### The metal 2 layer, run 1

Cells faint in the background.
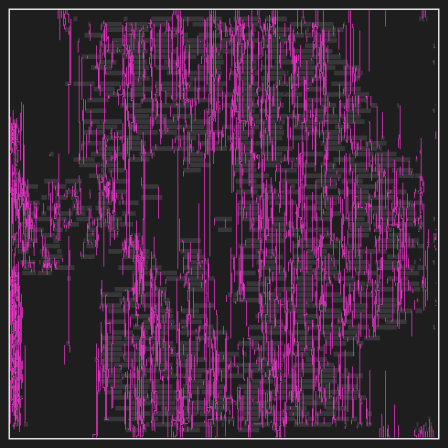
### Placement view, run 1

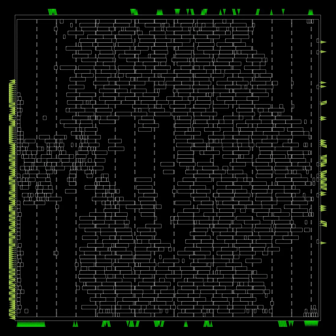
### Met1 routing, run 1

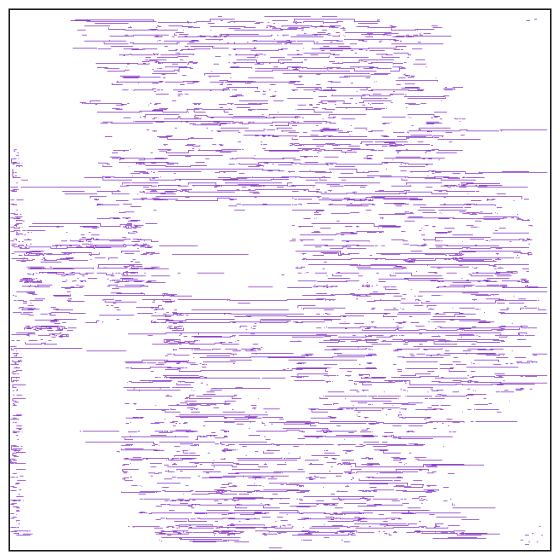
### Where the registers sit, run 1

Other sequential cells in the stronger grey, the rest of the logic in the fainter grey.
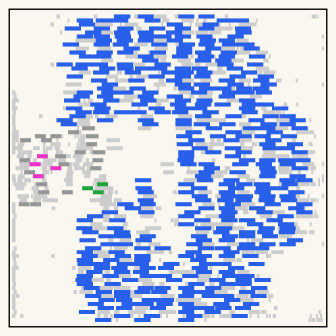
### src/rtl/qr_stream_pkg.sv
// Shared types and defaults for the QR CORDIC stream front-end.
// Holds the controller state encoding and the engine word-width helper.
package qr_stream_pkg;

  typedef enum logic [1:0] {
    IDLE    = 2'd0,
    READ    = 2'd1,
    PAD     = 2'd2,
    COLLECT = 2'd3
  } state_t;

  localparam int DEF_DATA_LENGTH = 13;
  localparam int DEF_NUM_LANE    = 4;
  localparam int DEF_NUM_COL     = 8;

  function automatic int eng_width(input int data_length, input int num_lane);
    return data_length * num_lane;
  endfunction

endpackage

### src/rtl/qr_stream_obuf.sv
// Output-side result buffer: synchronous FIFO with show-ahead head word.
// Push into a full buffer or pop from an empty one is ignored.
module qr_stream_obuf #(
  parameter int WIDTH = 64,
  parameter int DEPTH = 8,
  localparam int CW = $clog2(DEPTH + 1),
  localparam int AW = (DEPTH > 1) ? $clog2(DEPTH) : 1
) (
  input  logic             clk,
  input  logic             rst,
  input  logic             push,
  input  logic [WIDTH-1:0] push_data,
  input  logic             pop,
  output logic [WIDTH-1:0] head,
  output logic             empty,
  output logic             full,
  output logic [CW-1:0]    count
);

  logic [WIDTH-1:0] mem [DEPTH];
  logic [AW-1:0]    wr_ptr_reg, rd_ptr_reg;
  logic [CW-1:0]    count_reg;
  logic             do_push, do_pop;

  assign do_push = push && !full;
  assign do_pop  = pop && !empty;

  always_ff @(posedge clk) begin
    if (do_push) mem[wr_ptr_reg] <= push_data;
  end

  // Pointers wrap explicitly so non-power-of-two depths work.
  always_ff @(posedge clk) begin
    if (rst) begin
      wr_ptr_reg <= '0;
      rd_ptr_reg <= '0;
      count_reg  <= '0;
    end else begin
      if (do_push) wr_ptr_reg <= (wr_ptr_reg == AW'(DEPTH - 1)) ? '0 : wr_ptr_reg + AW'(1);
      if (do_pop)  rd_ptr_reg <= (rd_ptr_reg == AW'(DEPTH - 1)) ? '0 : rd_ptr_reg + AW'(1);
      count_reg <= count_reg + CW'(do_push) - CW'(do_pop);
    end
  end

  assign head  = mem[rd_ptr_reg];
  assign empty = (count_reg == '0);
  assign full  = (count_reg == CW'(DEPTH));
  assign count = count_reg;

endmodule

### src/rtl/qr_stream_core.sv
// Stream front-end for the QR CORDIC engine: frames input beats, pads short frames, buffers results.
// Optional macro QR_STREAM_BYPASS_EN: frames whose first beat has user=1 skip the engine.
module qr_stream_core
  import qr_stream_pkg::*;
#(
  parameter int TBITS       = 64,
  parameter int TBYTE       = 8,
  parameter int DATA_LENGTH = DEF_DATA_LENGTH,
  parameter int NUM_LANE    = DEF_NUM_LANE,
  parameter int NUM_COL     = DEF_NUM_COL
) (
  input  logic                            clk,
  input  logic                            rst,
  input  logic [TBITS-1:0]                isif_data_dout,
  input  logic [TBYTE-1:0]                isif_strb_dout,
  input  logic                            isif_last_dout,
  input  logic                            isif_user_dout,
  input  logic                            isif_empty_n,
  output logic                            isif_read,
  output logic [TBITS-1:0]                osif_data_din,
  output logic [TBYTE-1:0]                osif_strb_din,
  output logic                            osif_last_din,
  output logic                            osif_user_din,
  input  logic                            osif_full_n,
  output logic                            osif_write,
  output logic                            eng_valid,
  output logic [DATA_LENGTH*NUM_LANE-1:0] eng_in,
  input  logic                            eng_out_valid,
  input  logic [DATA_LENGTH*NUM_LANE-1:0] eng_out,
  input  logic                            err_clr,
  output logic                            frame_err,
  output logic                            busy
);

  localparam int EW   = eng_width(DATA_LENGTH, NUM_LANE);
  localparam int CNTW = $clog2(NUM_COL + 1);
`ifdef QR_STREAM_BYPASS_EN
  localparam int BW = TBITS + 2;  // {last, user, data}
`else
  localparam int BW = TBITS;
`endif
  localparam logic [CNTW-1:0] LAST_IDX = CNTW'(NUM_COL - 1);
  localparam logic [CNTW-1:0] FULL_CNT = CNTW'(NUM_COL);

  state_t          state_reg, state_next;
  logic [CNTW-1:0] in_cnt_reg, in_cnt_next;
  logic [CNTW-1:0] out_cnt_reg, out_cnt_next;
  logic [CNTW-1:0] wr_cnt_reg, wr_cnt_next;
  logic [CNTW-1:0] len_reg, len_next;
  logic            bypass_reg, bypass_next;
  logic            err_reg, err_set;
  logic            byp_beat;

  logic            buf_push, buf_empty, buf_full;
  logic [BW-1:0]   buf_din, buf_head;
  logic [CNTW-1:0] buf_count;
  logic            unused_ok;

  qr_stream_obuf #(
    .WIDTH(BW),
    .DEPTH(NUM_COL)
  ) u_obuf (
    .clk      (clk),
    .rst      (rst),
    .push     (buf_push),
    .push_data(buf_din),
    .pop      (osif_write),
    .head     (buf_head),
    .empty    (buf_empty),
    .full     (buf_full),
    .count    (buf_count)
  );

  always_comb begin
    state_next    = state_reg;
    in_cnt_next   = in_cnt_reg;
    out_cnt_next  = out_cnt_reg;
    wr_cnt_next   = wr_cnt_reg;
    len_next      = len_reg;
    bypass_next   = bypass_reg;
    err_set       = 1'b0;
    isif_read     = 1'b0;
    eng_valid     = 1'b0;
    eng_in        = '0;
    buf_push      = 1'b0;
    buf_din       = '0;
    byp_beat      = 1'b0;
    osif_write    = !buf_empty && osif_full_n;
    osif_data_din = buf_empty ? '0 : buf_head[TBITS-1:0];
`ifdef QR_STREAM_BYPASS_EN
    osif_user_din = !buf_empty && buf_head[TBITS];
    osif_last_din = osif_write && (bypass_reg ? buf_head[TBITS+1] : (wr_cnt_reg == LAST_IDX));
`else
    osif_user_din = 1'b0;
    osif_last_din = osif_write && (wr_cnt_reg == LAST_IDX);
`endif

    case (state_reg)
      IDLE: if (isif_empty_n) state_next = READ;
      READ: begin
`ifdef QR_STREAM_BYPASS_EN
        // The first beat's user flag decides the route of the whole frame.
        byp_beat = bypass_reg || (in_cnt_reg == '0 && isif_user_dout);
        if (byp_beat) begin
          isif_read = isif_empty_n && !buf_full;
          if (isif_read) begin
            buf_push    = 1'b1;
            buf_din     = {isif_last_dout, 1'b1, isif_data_dout};
            bypass_next = 1'b1;
            in_cnt_next = in_cnt_reg + CNTW'(1);
            if (isif_last_dout || in_cnt_reg == LAST_IDX) begin
              state_next  = COLLECT;
              len_next    = in_cnt_reg + CNTW'(1);
              in_cnt_next = '0;
              err_set     = !(isif_last_dout && in_cnt_reg == LAST_IDX);
            end
          end
        end
`endif
        if (!byp_beat) begin
          isif_read = isif_empty_n;
          if (isif_empty_n) begin
            eng_valid   = 1'b1;
            eng_in      = isif_data_dout[EW-1:0];
            in_cnt_next = in_cnt_reg + CNTW'(1);
            if (in_cnt_reg == LAST_IDX) begin
              state_next  = COLLECT;
              in_cnt_next = '0;
              err_set     = !isif_last_dout;
            end else if (isif_last_dout) begin
              state_next = PAD;
              err_set    = 1'b1;
            end
          end
        end
      end
      PAD: begin
        eng_valid   = 1'b1;
        in_cnt_next = in_cnt_reg + CNTW'(1);
        if (in_cnt_reg == LAST_IDX) begin
          state_next  = COLLECT;
          in_cnt_next = '0;
        end
      end
      COLLECT: ;
      default: state_next = IDLE;
    endcase

    // Result beats are only expected while collecting a non-bypassed frame.
    if (eng_out_valid) begin
      if (state_reg == COLLECT && !bypass_reg && out_cnt_reg < FULL_CNT) begin
        buf_push          = 1'b1;
        buf_din           = '0;
        buf_din[EW-1:0]   = eng_out;
        out_cnt_next      = out_cnt_reg + CNTW'(1);
      end else begin
        err_set = 1'b1;
      end
    end

    if (osif_write) wr_cnt_next = wr_cnt_reg + CNTW'(1);

    if (state_reg == COLLECT && osif_write && wr_cnt_reg == len_reg - CNTW'(1)) begin
      state_next   = IDLE;
      in_cnt_next  = '0;
      out_cnt_next = '0;
      wr_cnt_next  = '0;
      len_next     = FULL_CNT;
      bypass_next  = 1'b0;
    end
  end

  always_ff @(posedge clk) begin
    if (rst) begin
      state_reg   <= IDLE;
      in_cnt_reg  <= '0;
      out_cnt_reg <= '0;
      wr_cnt_reg  <= '0;
      len_reg     <= FULL_CNT;
      bypass_reg  <= 1'b0;
      err_reg     <= 1'b0;
    end else begin
      state_reg   <= state_next;
      in_cnt_reg  <= in_cnt_next;
      out_cnt_reg <= out_cnt_next;
      wr_cnt_reg  <= wr_cnt_next;
      len_reg     <= len_next;
      bypass_reg  <= bypass_next;
      if (err_set)      err_reg <= 1'b1;
      else if (err_clr) err_reg <= 1'b0;
    end
  end

  assign frame_err     = err_reg;
  assign busy          = (state_reg != IDLE);
  assign osif_strb_din = '1;
  assign unused_ok     = ^{isif_strb_dout, isif_data_dout, isif_user_dout, buf_full, buf_count};

endmodule
### config.mk
export PLATFORM = sky130hd
export DESIGN_NAME = qr_stream_core
export DESIGN_NICKNAME = d
export VERILOG_FILES = /design/src/rtl/qr_stream_pkg.sv /design/src/rtl/qr_stream_obuf.sv /design/src/rtl/qr_stream_core.sv
export SDC_FILE = /design/constraint.sdc
export NUM_CORES = 1
export LEC_CHECK = 0
export CORE_UTILIZATION = 40
export CTS_BUF_LIST = sky130_fd_sc_hd__clkbuf_16
export CTS_CLUSTER_SIZE = 30
export DETAILED_ROUTE_END_ITERATION = 10
export DONT_BUFFER_PORTS = 1
export HOLD_SLACK_MARGIN = 0.08
export PLACE_DENSITY = 0.66
export SYNTH_ARGS = -nofsm -noshare
export SYNTH_HDL_FRONTEND = slang
export SYNTH_SLANG_ARGS = --single-unit
### constraint.sdc
create_clock -name clk -period 8.5 [get_ports clk]
set_input_delay 2.125 -clock clk [delete_from_list [all_inputs] [get_ports clk]]
set_output_delay 2.125 -clock clk [all_outputs]
set_load 0.02 [all_outputs]
==> reports/metrics.yaml, run 1 <==
power:
  power_density_nw_per_um2: 276.2
  vdd_drop_max_v: 0.0002410
  p_leak_nw: 6.102
global_route:
  grt_max_degree: 69
  grt_pass1_wl_microns: 54290
  track_usage_pct: 15.77
logic_synthesis:
  async_reset_ff_share_pct: 0
  ys_area_sq_um: 18190
  netlist_area_sq_um: 18190
  syn_avg_cell_area_sq_um: 18.85
  synth-edff-count: 416
  yosys-top-cells-area: "edfxtp_1 69%, mux4_2 12%, mux2i_1 3.2%, dfxtp_1 3.1%, and2_1 1.8%"
  yosys_warnings: 0
  synth_seq_share_pct: 71.76
  numSynthFlops: 444
  ff_type: "edfxtp_1"
  synthCells: 965
routing:
  via_count: 8518
  detail-route-antenna-nets: 0
  dr.pass1.iters: 5
  routed_wl_microns: 36720
  wl_per_cell_microns: 22.94
  drtIter0Drc: 530
  vias_per_cell: 5.320
clock_tree:
  cts.sinks: 444
  cts_tree: "done"
  h-tree-depth: 2
  clk_latency_ns: 0.54
  cts_made_buffers: 46
  cts-root-buf: "clkbuf_16"
  cts_hold_buf: 0
floorplanning:
  fp_util_pct: 40.87
  coreArea_sq_um: 44510
  num_io_pins: 263
  chipArea_sq_um: 46330
finish:
  final_cell_mix: "416 x edfxtp_1, 100 x mux4_2, 73 x nor2_1"
  final_layout_size_suffix_gt1_share_pct: 19.50
  largest_reg_flops: 416
  final_common_cell: "edfxtp_1"
  syn_to_final_growth_pct: 10.83
critical_path:
  crit_fanout: 63
  worst_ep_required_time_ns: 6.38
  cp_slowest_cell: "dfxtp_4"
  path_cells: "buf_4, mux4_2, mux2i_1, nor2_1"
  crit_type: "flop to primary output"
  cpPeakStageDelay_ns: 0.98
  start_kind: "flop"
  worstPathArrival_ns: 3.22
  cp-end-kind: "primary output"
job:
  drv_cap: 0
final_timing:
  setup_viol: 0
  drv_slew: 0
  min_period_ns: 5.343
  rsz0062_at_grt: "false"
  period_used_pct: 62.85
  clock_skew_ns: 0.01440
  whs_ns: 0.4709
placement:
  place.gp.congestion: 0.8427
min_path:
  hold_class: "flop to flop"
run_status:
  outcome: "complete, no violations"
About 'The metal 2 layer':
992 nets have wire on it. The layer carries 18,400 microns of wire. The longest straight run is 92.1 microns.

About 'Placement view':
final non-filler cell total: 1,601
Fillers: 3,765
final core occ: 45.29%

About 'Met1 routing':
The layer holds 42% of the routed length. The wires run mostly horizontal. The layer carries 15,400 microns of wire. The longest straight run is 134 microns.

About 'Where the registers sit':
Key: u_obuf.mem = blue [flops 416]; out_cnt_reg = magenta [flops 4, where west]; u_obuf.wr_ptr_reg = green [flops 3]
Reg area: 13,060 sq um
sequential share of cell area: 64.80%
Sequential Power: 2.51 mW

run 1: metrics by stage:
step	cell area [sq um]	setup WS (ns)	util (%)	power, mW	instances
global route	20150	2.959	45.28	5.790	1598
CTS	20150	3.103	45.27	5.644	1597
floorplan	18260	1.676	-	3.530	984
finish	20160	3.157	45.29	5.568	1601
detailed placement	18700	2.935	42.00	3.702	1516
global placement	18700	2.923	42.00	3.690	1516
run 1: Yosys cell counts, types with 2 or more instances:
master	count
inv_2	2
xnor2_1	4
nand2b_1	4
buf_4	22
edfxtp_1	416
and2_1	53
clkbuf_1	31
dfxtp_1	28
a221oi_1	2
xor2_1	4
nand2_1	15
nand3_1	2
a21oi_1	10
mux4_1	4
conb_1	2
mux4_2	100
ha_1	17
nor2_1	79
buf_2	14
inv_1	10
and3_1	53
a21o_1	2
nor3_1	3
nor2b_1	2
buf_12	7
mux2i_1	59
run 1: cell type report:
cell class,instances,area (sq um),share of cell area (%)
multi-input combinational,452,4713,23.38
tap,592,740.7,3.674
antenna,4,10.01,0.04965
clock buffer,47,1176,5.834
timing repair buffer,16,132.6,0.6579
clock inverter,34,279.0,1.384
sequential,444,13060,64.80
inverter,12,45.04,0.2234
run 1: worst max-delay path: cells and delay by family, from the launching register on:
family                 cells  cell delay [ns]
buffers and inverters      1             0.65
DFF                        1             0.98
muxes                      2             0.74
and+or+nand+nor            1             0.20
run 1: metal layers:
metal | GRT usage (%) | wire, microns | up-vias
li1 | - | - | 3778
met5 | 0 | 18 | -
met3 | 3.510 | 2108 | 60
met2 | 26.66 | 18360 | 296
met1 | 20.32 | 15390 | 4380
met4 | 4.728 | 836 | 4
run 1: cells by family (layout without fill, tap and decap cells):
| group | after synthesis | count (layout) | synth area share, % |
|---|---|---|---|
| flip-flops | 444 | 444 | 71.76 |
| AND/OR/NAND/NOR | 220 | 220 | 6.411 |
| multiplexers | 164 | 164 | 16.27 |
| buffers and inverters | 88 | 109 | 3.033 |
| AND-OR/OR-AND | 21 | 21 | 0.8254 |
| adder cells (fa/ha/maj) | 18 | 18 | 1.279 |
| XOR/XNOR | 8 | 8 | 0.3852 |
| other | 2 | 25 | 0.04129 |
run 1: worst paths after layout:
path                                           from                           to  slack [ns]  cells past startpoint
setup / recovery                               flop            osif_data_din[51]        3.16                      4
hold / removal    u_obuf.rd_ptr_reg[1]$_SDFFE_PP0P_                         flop        0.47                      2
setup reg to reg          state_reg[1]$_SDFFE_PP0P_  u_obuf.mem[7][33]$_DFFE_PP_        4.49                      7
hold reg to reg   u_obuf.rd_ptr_reg[1]$_SDFFE_PP0P_                         flop        0.47                      2
run 1: power breakdown:
group	internal [mW]	switching, mW
logic	0.385	0.739
clock network	1.15	0.788
registers	2.42	0.0831
### Cell area per tile, run 1

The die is cut into 22 by 22 equal tiles; white is low, dark blue is high, 0 to 100% covered.
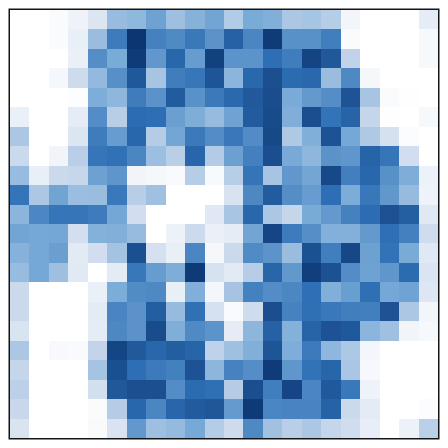

--- run 2 (diff from run 1) ---
Settings changed: PLACE_DENSITY 0.66 to 0.68.
Clock period 8.5 ns to 4.7 ns, I/O delays scaled along.
### Cell area per tile, run 2

The die is cut into 22 by 22 equal tiles; white is low, dark blue is high, 0 to 100% covered.
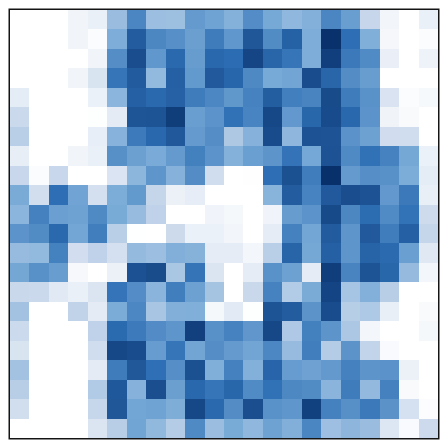
The emptiest ninth of the die: north-west. The mean over all tiles is 42%. 16% of the tiles are over 75% full. The fullest tile reaches 100%. The densest ninth of the die: north. 17% of the tiles are nearly empty.

==> run 2 against run 1 <==
Via count increased by 1.4%. Area after synthesis unchanged. Sequential power increased by about 80%. Clock skew about the same. Die size unchanged. Final cell count increased by 0.87%. Core utilization increased by 0.37 points. Power increased by 82%. Flip-flop count unchanged.
==> reports/metrics.yaml, run 2 <==
routing:
  drc: 0
  vias_per_cell: 5.348
  dr.pass1.iters: 5
  drtIter0Drc: 513
  wl_per_cell_microns: 22.61
  routed_wl_microns: 36510
  detail-route-antenna-nets: 0
  via_count: 8637
floorplanning:
  coreArea_sq_um: 44510
  fp_util_pct: 40.87
  die_y_microns: 215.3
  num_io_pins: 263
  chipArea_sq_um: 46330
logic_synthesis:
  synth.top_cells.by_count: "416 x edfxtp_1, 100 x mux4_2, 79 x nor2_1"
  synth-edff-count: 416
  ys_area_sq_um: 18190
  ff_type: "edfxtp_1"
  async_reset_ff_share_pct: 0
  yosys-top-cells-area: "edfxtp_1 69%, mux4_2 12%, mux2i_1 3.2%, dfxtp_1 3.1%, and2_1 1.8%"
  ys_cells: 965
  syn_avg_cell_area_sq_um: 18.85
  numSynthFlops: 444
  yosys_warnings: 0
  netlist_area_sq_um: 18190
  synthCells: 965
  netlist.top_cell.by_area: "edfxtp_1"
  synth_top_cell_by_count: "edfxtp_1"
  synth_seq_share_pct: 71.76
clock_tree:
  cts_setup_buffers: 0
  cts_made_buffers: 46
  clk_latency_ns: 0.56
  cts_resized: 0
  cts-root-buf: "clkbuf_16"
  cts_tree: "done"
  clockBufferDepth: 3
  cts_hold_buf: 0
  clk_pin_slew_worst_paths_ns: 0.06
  cts.sinks: 444
  h-tree-depth: 2
job:
  drv_cap: 0
critical_path:
  reg2reg_to: "u_obuf.mem[3][50]$_DFFE_PP_"
  r2r_cells: 6
  worstReg2RegStart: "state_reg[0]$_SDFFE_PP0P_"
  crit_type: "flop to primary output"
  cp-end-kind: "primary output"
  rrSetupSlack_ns: 1.83
  start_kind: "flop"
  worstPathArrival_ns: 2.70
  crit_fanout: 30
  worst_ep_required_time_ns: 3.52
finish:
  final_common_cell: "edfxtp_1"
  combGateArea_sq_um: 4726
  fin_nets: 1133
  fin_cells: 1615
  largest_register: "u_obuf.mem"
  largest_reg_flops: 416
  fillers: 3770
  final_cell_mix: "416 x edfxtp_1, 100 x mux4_2, 73 x nor2_1"
  flop_area_sq_um: 13060
  final_layout_size_suffix_gt1_share_pct: 20.92
  syn_to_final_growth_pct: 11.73
power:
  power_density_nw_per_um2: 498.4
  vdd_drop_max_v: 0.0004348
  p_leak_nw: 6.178
final_timing:
  min_period_ns: 3.871
  clock_skew_ns: 0.01416
  period_used_pct: 82.36
  clock.fmax_mhz: 258.3
  rsz0062_at_grt: "false"
  setup_viol: 0
  drv_slew: 0
  final_hold_viol_count: 0
placement:
  place.gp.congestion: 0.8174
  placedCellCount: 1527
global_route:
  antenna_found_initial: 8
  grt_pass1_wl_microns: 54810
  grt_max_degree: 59
  track_usage_pct: 15.97
  grt_pass1_vias: 8988
min_path:
  hold_class: "flop to flop"
  holdCritStartpoint: "u_obuf.rd_ptr_reg[1]$_SDFFE_PP0P_"
  hold_depth: 2
run_status:
  outcome: "complete, no violations"
run 2: worst max path at each step:
stage,startpoint,end,cells past startpoint
floorplan,eng_out_valid,u_obuf.mem[4][0]$_DFFE_PP_,4
global placement,eng_out_valid,u_obuf.mem[3][3]$_DFFE_PP_,5
detailed placement,eng_out_valid,u_obuf.mem[3][3]$_DFFE_PP_,5
CTS,flop,osif_data_din[43],4
global route,flop,osif_data_din[43],4
finish,flop,osif_data_din[43],4
run 2: kinds of logic (layout without fill, tap and decap cells):
| kind of cell | Yosys count | count (layout) | share of synthesized area [%] |
|---|---|---|---|
| buffers and inverters | 88 | 122 | 3.033 |
| XOR/XNOR | 8 | 8 | 0.3852 |
| AND/OR/NAND/NOR | 220 | 220 | 6.411 |
| multiplexers | 164 | 164 | 16.27 |
| flip-flops | 444 | 444 | 71.76 |
| adder cells (fa/ha/maj) | 18 | 18 | 1.279 |
| AND-OR/OR-AND | 21 | 21 | 0.8254 |
| other | 2 | 26 | 0.04129 |
run 2: cell type report:
cell class              instances  area share, %
well taps                     592          3.644
inverters                      12         0.2216
flip-flops and latches        444          64.28
multi-input cells             452          23.25
diodes                          5        0.06156
clock buffers                  47          5.787
clock inverters                36          1.453
repair buffers                 27          1.305
run 2: routing by layer:
layer	track usage [%]	vias up	part of all wire, %
li1	-	3811	-
met2	26.97	281	50
met1	20.10	4468	41
met5	0	-	0.14
met4	5.745	8	2.8
met3	3.708	69	5.7
run 2: metrics by stage:
step                      setup WS (ns)  utilization, %  cell area (sq um)  hold slack, ns  total power, mW
after global routing             0.6422           45.65              20320          0.5012            10.55
after CTS                        0.6858           45.63              20310          0.4807            10.27
after global placement            1.304           42.33              18840          0.4626            6.687
final                            0.8292           45.66              20320          0.4780            10.13
after floorplan                  0.2193               -              18270          0.4462            6.383
after detailed placement          1.272           42.33              18840          0.4697            6.716
run 2: power breakdown:
group	total [mW]	internal, mW	switching, mW
combinational	2.08	0.720	1.36
sequential	4.51	4.38	0.123
clock	3.54	2.09	1.46
total	10.1	7.19	2.94
run 2: critical path, stage by stage (launching register included):
cell     delay [ns]
dfxtp_4        0.80
buf_12         0.34
mux4_2         0.56
mux2i_1        0.24
nor2_1         0.17
No activity file was given, so power comes from the tool's default toggle rates.
